## src/rtl/mux_arb_pkg.sv

```systemverilog
// Shared definitions for the round-robin mux arbiter: FSM state encoding,
// default parameter values and the default select width.
package mux_arb_pkg;

    typedef enum logic [0:0] {
        ARB_IDLE  = 1'b0,
        ARB_GRANT = 1'b1
    } arb_state_e;

    localparam int N_DEF         = 4;
    localparam int W_DEF         = 8;
    localparam int MAX_BURST_DEF = 4;
    localparam int SEL_W_DEF     = $clog2(N_DEF);

endpackage

```

## src/rtl/rr_pick.sv

```systemverilog
// Combinational rotating-priority picker: returns the first requester that is
// requesting and not excluded, searching from ptr upward with wrap-around.
module rr_pick
    import mux_arb_pkg::*;
#(
    parameter int N  = N_DEF,
    parameter int SW = SEL_W_DEF
) (
    input  logic [N-1:0]  req_i,
    input  logic [SW-1:0] ptr_i,
    input  logic [N-1:0]  excl_i,
    output logic          found_o,
    output logic [SW-1:0] idx_o
);

    logic [N-1:0]  elig;
    logic [SW-1:0] cand;

    assign elig = req_i & ~excl_i;

    // Walk ptr, ptr+1, ... modulo N (N is a power of two, so the SW-bit add wraps)
    always_comb begin
        found_o = 1'b0;
        idx_o   = '0;
        cand    = '0;
        for (int i = 0; i < N; i++) begin
            cand = ptr_i + SW'(i);
            if (!found_o && elig[cand]) begin
                found_o = 1'b1;
                idx_o   = cand;
            end
        end
    end

endmodule

```

## src/rtl/mux_rr_arbiter.sv

```systemverilog
// Round-robin arbiter owning the select of a shared W-bit N:1 mux.
// Holds a registered one-hot grant and owner index; the owner keeps the
// grant while it requests, and handoff to the next requester takes one edge.
// Optional burst limiting is compiled in with the ARB_BURST_LIMIT_EN macro.
module mux_rr_arbiter
    import mux_arb_pkg::*;
#(
    parameter int N         = N_DEF,
    parameter int W         = W_DEF,
    parameter int MAX_BURST = MAX_BURST_DEF
) (
    input  logic                 clk,
    input  logic                 rst_n,
    input  logic [N-1:0]         req,
    input  logic [N*W-1:0]       din,
    output logic [N-1:0]         gnt,
    output logic [$clog2(N)-1:0] sel,
    output logic [W-1:0]         dout,
    output logic                 dout_valid
);

    localparam int SW = $clog2(N);

    if ((N < 2) || ((N & (N - 1)) != 0) || (MAX_BURST < 1)) begin : g_param_check
        $error("mux_rr_arbiter: N must be a power of two >= 2 and MAX_BURST >= 1");
    end

    arb_state_e    state_q, state_d;
    logic [N-1:0]  gnt_q, gnt_d;
    logic [SW-1:0] sel_q, sel_d;
    logic [SW-1:0] ptr_q, ptr_d;

    logic [SW-1:0] pick_ptr;
    logic [N-1:0]  pick_excl;
    logic          pick_found;
    logic [SW-1:0] pick_idx;
    logic          owner_rel;
    logic          load_new;
    logic          burst_hit;

`ifdef ARB_BURST_LIMIT_EN
    localparam int            CW      = $clog2(MAX_BURST + 1);
    localparam logic [CW-1:0] CNT_MAX = CW'(MAX_BURST);

    // Holds the number of granted cycles of the current owner, counting the present one
    logic [CW-1:0] cnt_q, cnt_d;

    assign burst_hit = (cnt_q == CNT_MAX);
`else
    assign burst_hit = 1'b0;
`endif

    rr_pick #(
        .N  (N),
        .SW (SW)
    ) u_pick (
        .req_i   (req),
        .ptr_i   (pick_ptr),
        .excl_i  (pick_excl),
        .found_o (pick_found),
        .idx_o   (pick_idx)
    );

    // Next-state: grant from IDLE, hold while owner requests, hand off on (forced) release
    always_comb begin
        state_d   = state_q;
        gnt_d     = gnt_q;
        sel_d     = sel_q;
        ptr_d     = ptr_q;
        pick_ptr  = ptr_q;
        pick_excl = '0;
        owner_rel = 1'b0;
        load_new  = 1'b0;
        case (state_q)
            ARB_IDLE: begin
                if (pick_found) begin
                    state_d  = ARB_GRANT;
                    sel_d    = pick_idx;
                    gnt_d    = {{(N-1){1'b0}}, 1'b1} << pick_idx;
                    load_new = 1'b1;
                end else begin
                    gnt_d = '0;
                end
            end
            ARB_GRANT: begin
                // Search as if the pointer had already moved past the owner
                pick_ptr  = sel_q + SW'(1);
                pick_excl = {{(N-1){1'b0}}, 1'b1} << sel_q;
                owner_rel = !req[sel_q] || (burst_hit && pick_found);
                if (owner_rel) begin
                    ptr_d = sel_q + SW'(1);
                    if (pick_found) begin
                        sel_d    = pick_idx;
                        gnt_d    = {{(N-1){1'b0}}, 1'b1} << pick_idx;
                        load_new = 1'b1;
                    end else begin
                        state_d = ARB_IDLE;
                        gnt_d   = '0;
                    end
                end
            end
            default: begin
                state_d = ARB_IDLE;
                gnt_d   = '0;
            end
        endcase
    end

`ifdef ARB_BURST_LIMIT_EN
    // Burst counter: restart at 1 on a new owner, saturate at MAX_BURST, clear in IDLE
    always_comb begin
        cnt_d = '0;
        if (state_d == ARB_GRANT) begin
            if (load_new) begin
                cnt_d = CW'(1);
            end else if (burst_hit) begin
                cnt_d = cnt_q;
            end else begin
                cnt_d = cnt_q + CW'(1);
            end
        end
    end

    // Burst counter register
    always_ff @(posedge clk or negedge rst_n) begin
        if (!rst_n) begin
            cnt_q <= '0;
        end else begin
            cnt_q <= cnt_d;
        end
    end
`endif

    // State, grant, owner and pointer registers; reset drops the grant at once
    always_ff @(posedge clk or negedge rst_n) begin
        if (!rst_n) begin
            state_q <= ARB_IDLE;
            gnt_q   <= '0;
            sel_q   <= '0;
            ptr_q   <= '0;
        end else begin
            state_q <= state_d;
            gnt_q   <= gnt_d;
            sel_q   <= sel_d;
            ptr_q   <= ptr_d;
        end
    end

    assign gnt        = gnt_q;
    assign sel        = sel_q;
    assign dout       = (|gnt_q) ? din[sel_q*W +: W] : '0;
    assign dout_valid = gnt_q[sel_q] & req[sel_q];

endmodule

```

## config.mk

```make
export PLATFORM = sky130hd
export DESIGN_NAME = mux_rr_arbiter
export DESIGN_NICKNAME = d
export VERILOG_FILES = /design/src/rtl/mux_arb_pkg.sv /design/src/rtl/rr_pick.sv /design/src/rtl/mux_rr_arbiter.sv
export SDC_FILE = /design/constraint.sdc
export NUM_CORES = 1
export LEC_CHECK = 0
export CAP_MARGIN = 10
export CORE_MARGIN = 2
export CORE_UTILIZATION = 40
export DETAILED_ROUTE_END_ITERATION = 12
export PLACE_DENSITY = 0.85
export SLEW_MARGIN = 10
export SYNTH_ARGS = -nofsm -noshare
export SYNTH_HDL_FRONTEND = slang
export SYNTH_SLANG_ARGS = --single-unit
```

## constraint.sdc

```tcl
create_clock -name clk -period 6.5 [get_ports clk]
set_clock_uncertainty 0.15 [all_clocks]
set_input_delay 1.95 -clock clk [delete_from_list [all_inputs] [get_ports clk]]
set_output_delay 1.95 -clock clk [all_outputs]
set_load 0.05 [all_outputs]
```

Figure 1. Signal wires on met2 (run 1).
The bar under the picture is 20 um long.
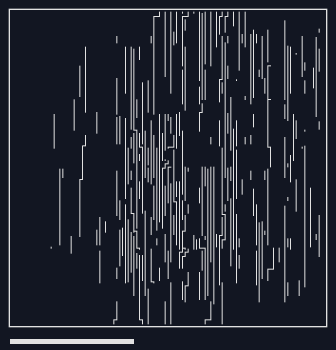
main direction: vertical
longest straight run: 22.8 um
wire length on this layer: 1250 um

Figure 2. Power grid (run 1).
Pins as bars on the die edge. Tap cells in gray.
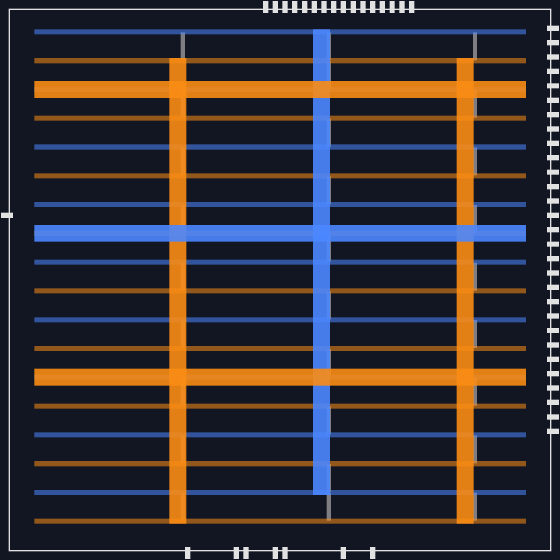
legend:
  blue:
    net: VDD
  orange:
    net: VSS
met1 rails: 18
tap cells: 28
met4 straps: 3
rows: 17

Figure 3. Clock wires, drivers and flops (run 1).
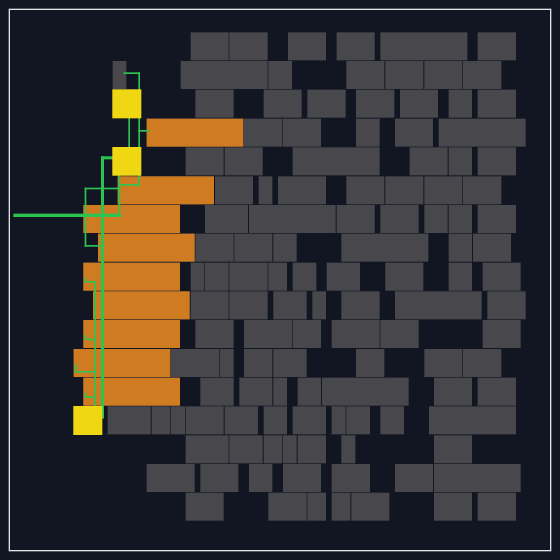
legend:
  yellow:
    item: cells driving clock nets
    count: 3
  orange:
    item: flip-flops
    count: 9
  green:
    item: clock wires
    length: 93.5 um
routed clock nets: 4
flops lie: west
insertion delay of the later-clocked pin in the worst-skew pair: 0.25 ns

==> flow_summary.toml, run 1 <==
# flow metrics
[sta]
fin_ws_ns = 0.622

[synth]
yosys_cells = 79
top_cells_by_area = "dfrtp_1 (25%), mux4_2 (25%), nor2b_1 (6.4%)"
ys_seq_share_pct = 25.5
common_cells = "mux4_2 (10), dfrtp_1 (9), nor2b_1 (9)"
ys.flops = 9
top_cell = "mux4_2"
top_area_cell = "dfrtp_1"
yosys_warnings = 0
synth_xor_xnor_area_share_pct = 0

[finish]
fill_cells = 164
seq_share_pct = 15.6

[die]
die-height_um = 51.0
die_x_um = 51.0

[clock_tree]
post-cts-setup-buffers = 0
clockRootBuffer = "clkbuf_4"
ctsResizeCount = 0

[run_status]
status = "finished clean"

[min_path]
min_to = "ptr_q[1]"
worstHoldStart = "ptr_q[1]"

[place]
gp_congestion = 0.813
hpwl_um = 2030

[route]
wl_met1_um = 951
vias = 878

[job]
tool_warnings = 29

[worst_setup_path]
crit_arrival_ns = 3.78
## run 1: routing by layer
layer / track usage [%] / up-vias
met5: 0 / -
met4: 9.01 / 0
met3: 5.56 / 2
met2: 34.8 / 47
met1: 22.4 / 417
li1: - / 412
## run 1: placed cells by master, fill, tap and decap left out, drive strengths merged
master         count
a21o               1
a211oi             1
a32oi              1
nor2b              9
dfrtp              9
o2bb2ai            1
or3b               2
a211o              1
and3               1
mux2i              2
nor4               1
mux2               2
and4               1
nand3b             1
clkbuf             4
nand2              4
inv                3
and3b              1
nor2               3
a21boi             1
nand3              2
a32o               4
o21ai              3
mux4              10
o221ai             1
clkdlybuf4s50     52
nand2b             3
and2               3
ha                 4
## run 1: worst max-delay path, delay by kind of cell
kind	cells	cell delay, ns
simple gates	1	0.15
buf+inv	2	1.16
mux	1	0.51
--- run 2 (diff from run 1) ---
--- a/config.mk
+++ b/config.mk
@@ -6,7 +6,6 @@
 export NUM_CORES = 1
 export LEC_CHECK = 0
 export CAP_MARGIN = 10
-export CORE_MARGIN = 2
 export CORE_UTILIZATION = 40
 export DETAILED_ROUTE_END_ITERATION = 12
 export PLACE_DENSITY = 0.85
Figure 4. Power grid (run 2).
Pins as bars on the die edge. Tap cells in gray.
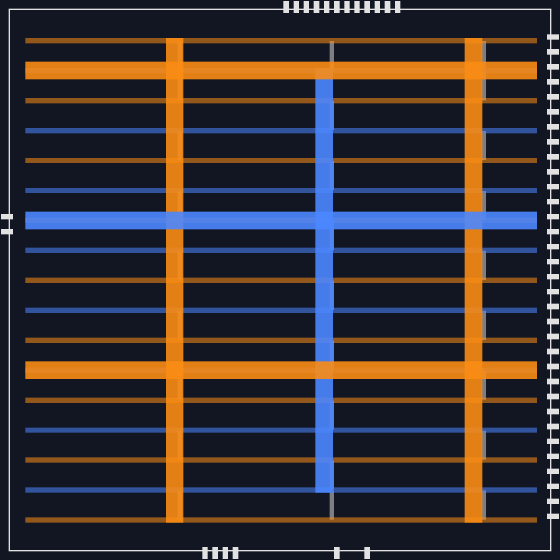
legend:
  orange:
    net: VSS
  blue:
    net: VDD
signal pins: 53
tap cells: 27
rows: 16
met5 straps: 3
met1 rails: 17

Figure 5. Cell placement (run 2).
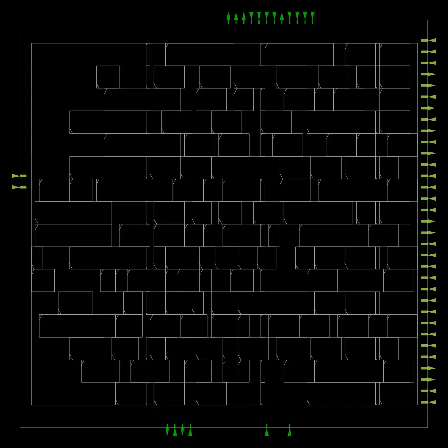
Core Area: 2020 um^2
flop share of the area: 15.6%
FILL cells: 161
Non-Filler Instances: 158
row count: 16

==> flow_summary.toml, run 2 <==
# flow metrics
[worst_setup_path]
crit_family = "buffers and inverters"
path_depth = 4
crit_arrival_ns = 3.79
startpoint = "req[3]"
worstPathBufferInverterCount = 2
cp-end-kind = "output port"

[min_path]
worstHoldStart = "ptr_q[0]"

[clock_tree]
post-cts-setup-buffers = 0
cts_buffers = 3
ctsResizeCount = 0
clockRootBuffer = "clkbuf_4"
clock_latency_ns = 0.25

[die]
die_x_um = 49.0
die-height_um = 49.0

[place]
hpwl_um = 2000
gp_congestion = 0.808

[synth]
top_cells_by_area = "dfrtp_1 (25%), mux4_2 (25%), nor2b_1 (6.4%)"
top_cell = "mux4_2"
yosys_warnings = 0
yosys_cells = 79
synth-main-ff-cell = "dfrtp_1"
common_cells = "mux4_2 (10), dfrtp_1 (9), nor2b_1 (9)"
synth_xor_xnor_area_share_pct = 0

[finish]
final_cell_mix = "clkdlybuf4s50_1 (52), mux4_2 (10), nor2b_1 (9), dfrtp_1 (9)"
buffer_area_share_pct = 36.0
lay_top_count = "clkdlybuf4s50_1"
nNetsFinal = 174

[sta]
setup_tns_ns = 0
max_slew.worst_pin.slew_ns = 0.767
whs_ns = 0.400
min_period_ns = 5.89
fin_ws_ns = 0.611

[run_status]
status = "finished clean"

[route]
vias = 853

[job]
tool_warnings = 29
## run 2: cell counts after synthesis
No cell type changed its count.
## run 2: kinds of logic after synthesis
logic type / after synthesis
simple gates: 31
fa+ha+maj: 4
buf+inv: 7
compound gates: 14
mux: 14
flops: 9
## run 2: tightest hold or removal path, stage by stage (launching register included)
cell	delay, ns
dfrtp_1	0.39
nand2_1	0.06
o21ai_0	0.07
## run 2: metal layers
metal	part of all wire, %	routed length (um)	GRT usage, %
met5	0	0	0
met4	0	0	5.88
met3	7.7	188	4.05
met2	50	1220	39.1
met1	42	1020	25.9
--- run 3 (diff from run 2) ---
--- a/config.mk
+++ b/config.mk
@@ -7,6 +7,7 @@
 export LEC_CHECK = 0
 export CAP_MARGIN = 10
 export CORE_UTILIZATION = 40
+export CTS_CLUSTER_DIAMETER = 40
 export DETAILED_ROUTE_END_ITERATION = 12
 export PLACE_DENSITY = 0.85
 export SLEW_MARGIN = 10
==> constraint.sdc (replaced) <==
create_clock -name clk -period 7.5 [get_ports clk]
set_clock_uncertainty 0.15 [all_clocks]
set_input_delay 2.25 -clock clk [delete_from_list [all_inputs] [get_ports clk]]
set_output_delay 2.25 -clock clk [all_outputs]
set_load 0.1 [all_outputs]
==> flow_summary.toml, run 3 <==
# flow metrics
[run_status]
status = "finished clean"

[place]
hpwl_um = 1970
gp_congestion = 0.836

[worst_setup_path]
crit_arrival_ns = 3.61
startpoint = "req[3]"
cp-end-kind = "output port"

[clock_tree]
post-cts-setup-buffers = 0
clock_latency_ns = 0.25
cts_buffers = 3
clockRootBuffer = "clkbuf_4"
ctsResizeCount = 0

[synth]
yosys_cells = 79
top_cells_by_area = "dfrtp_1 (25%), mux4_2 (25%), nor2b_1 (6.4%)"
top_cell = "mux4_2"
top_area_cell = "dfrtp_1"
yosys_warnings = 0
common_cells = "mux4_2 (10), dfrtp_1 (9), nor2b_1 (9)"
synth-main-ff-cell = "dfrtp_1"

[sta]
setup_tns_ns = 0
fin_ws_ns = 1.49
max_slew.worst_pin.slew_ns = 0.973

[global_routing]
globalRouteMet2Util_pct = 36.1
met1_usage_pct = 28.2
grt_util_met3_pct = 3.74

[die]
die-area_um2 = 2400
die_x_um = 49.0
core-area_um2 = 2020

[min_path]
worstHoldStart = "ptr_q[0]"
min_to = "ptr_q[0]"

[route]
wl_met2_um = 1150
vias = 854
wl_met1_um = 1020
highest_layer = "met4"

[finish]
final_cell_mix = "clkdlybuf4s50_1 (43), mux4_2 (10), nor2b_1 (9), dfrtp_1 (9), buf_4 (9)"
nNetsFinal = 174
[run 3: cell counts after synthesis]
No cell type changed its count.
[run 3: area by class of cell]
| type | count | area share [%] |
|---|---|---|
| tap | 27 | 2.37 |
| sequential | 9 | 15.8 |
| clock buffer | 4 | 1.85 |
| multi-input combinational | 63 | 44.2 |
| timing repair buffer | 52 | 35.0 |
| inverter | 3 | 0.791 |
[run 3: logic make-up (layout without fill, tap and decap cells)]
kind of cell / Yosys count / after routing / share of synthesized area (%)
simple gates: 31 / 31 / 21.8
compound gates: 14 / 14 / 12.7
mux: 14 / 14 / 30.3
flops: 9 / 9 / 25.5
buf+inv: 7 / 59 / 4.10
fa+ha+maj: 4 / 4 / 5.66
[run 3: critical path, stage by stage]
cell and delay (ns):
clkdlybuf4s50_1 0.47, mux4_2 0.51, and2_1 0.15, buf_4 0.22
Figure 6. Power grid (run 3).
Pins as bars on the die edge. Tap cells in gray.
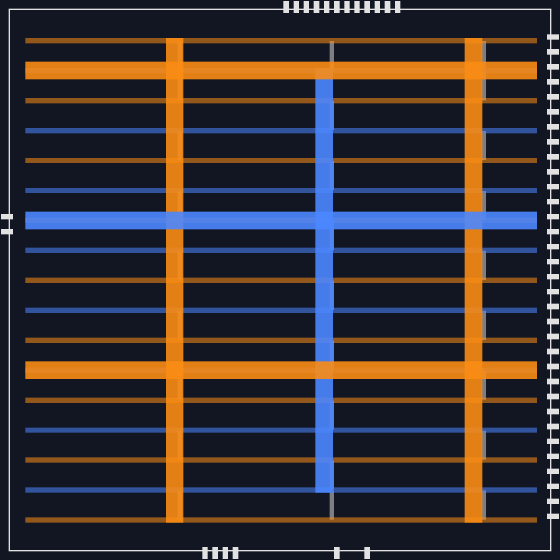
legend:
  orange:
    net: VSS
  blue:
    net: VDD
signal pins: 53
met5 straps: 3
met1 rails: 17
rows: 16

Figure 7. Cell placement (run 3).
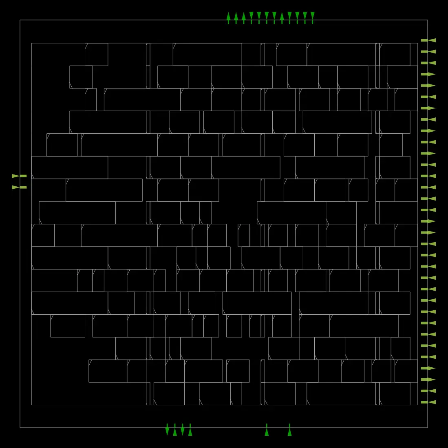
Util after Layout: 70.4%
FILL cells: 165
n_taps: 27
flop share of the area: 15.8%


==> gallery <==
Cells colored by class.
panel A
The bar under the picture is 20 um long. Fill, decap, tap and diode cells in gray.
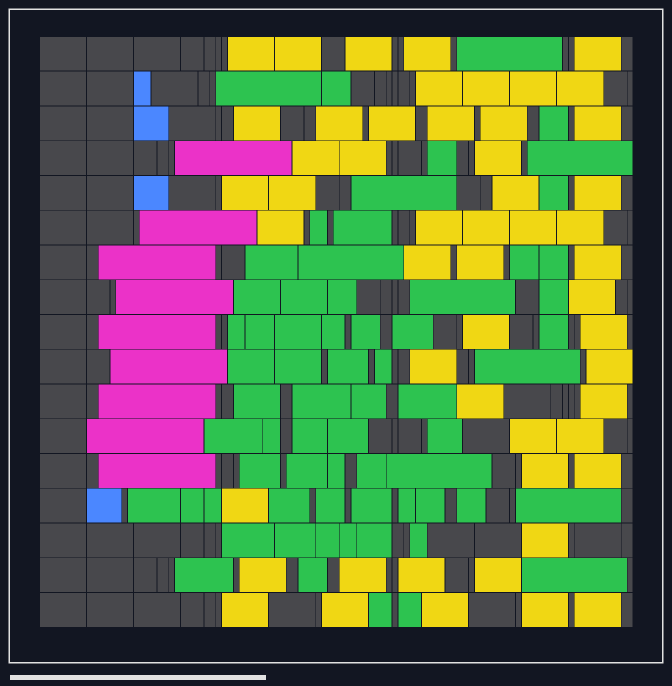
panel B
The bar under the picture is 10 um long. Fill, decap, tap and diode cells in gray.
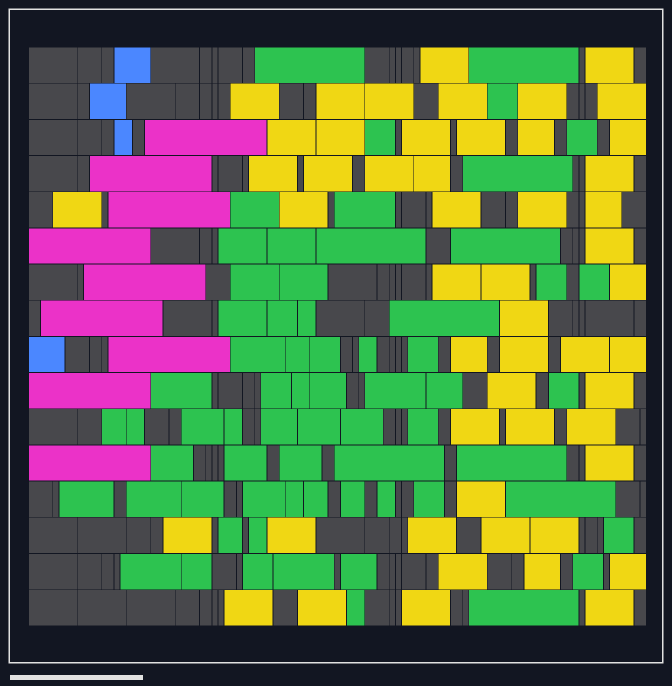
run 1 -> panel A
run 3 -> panel B

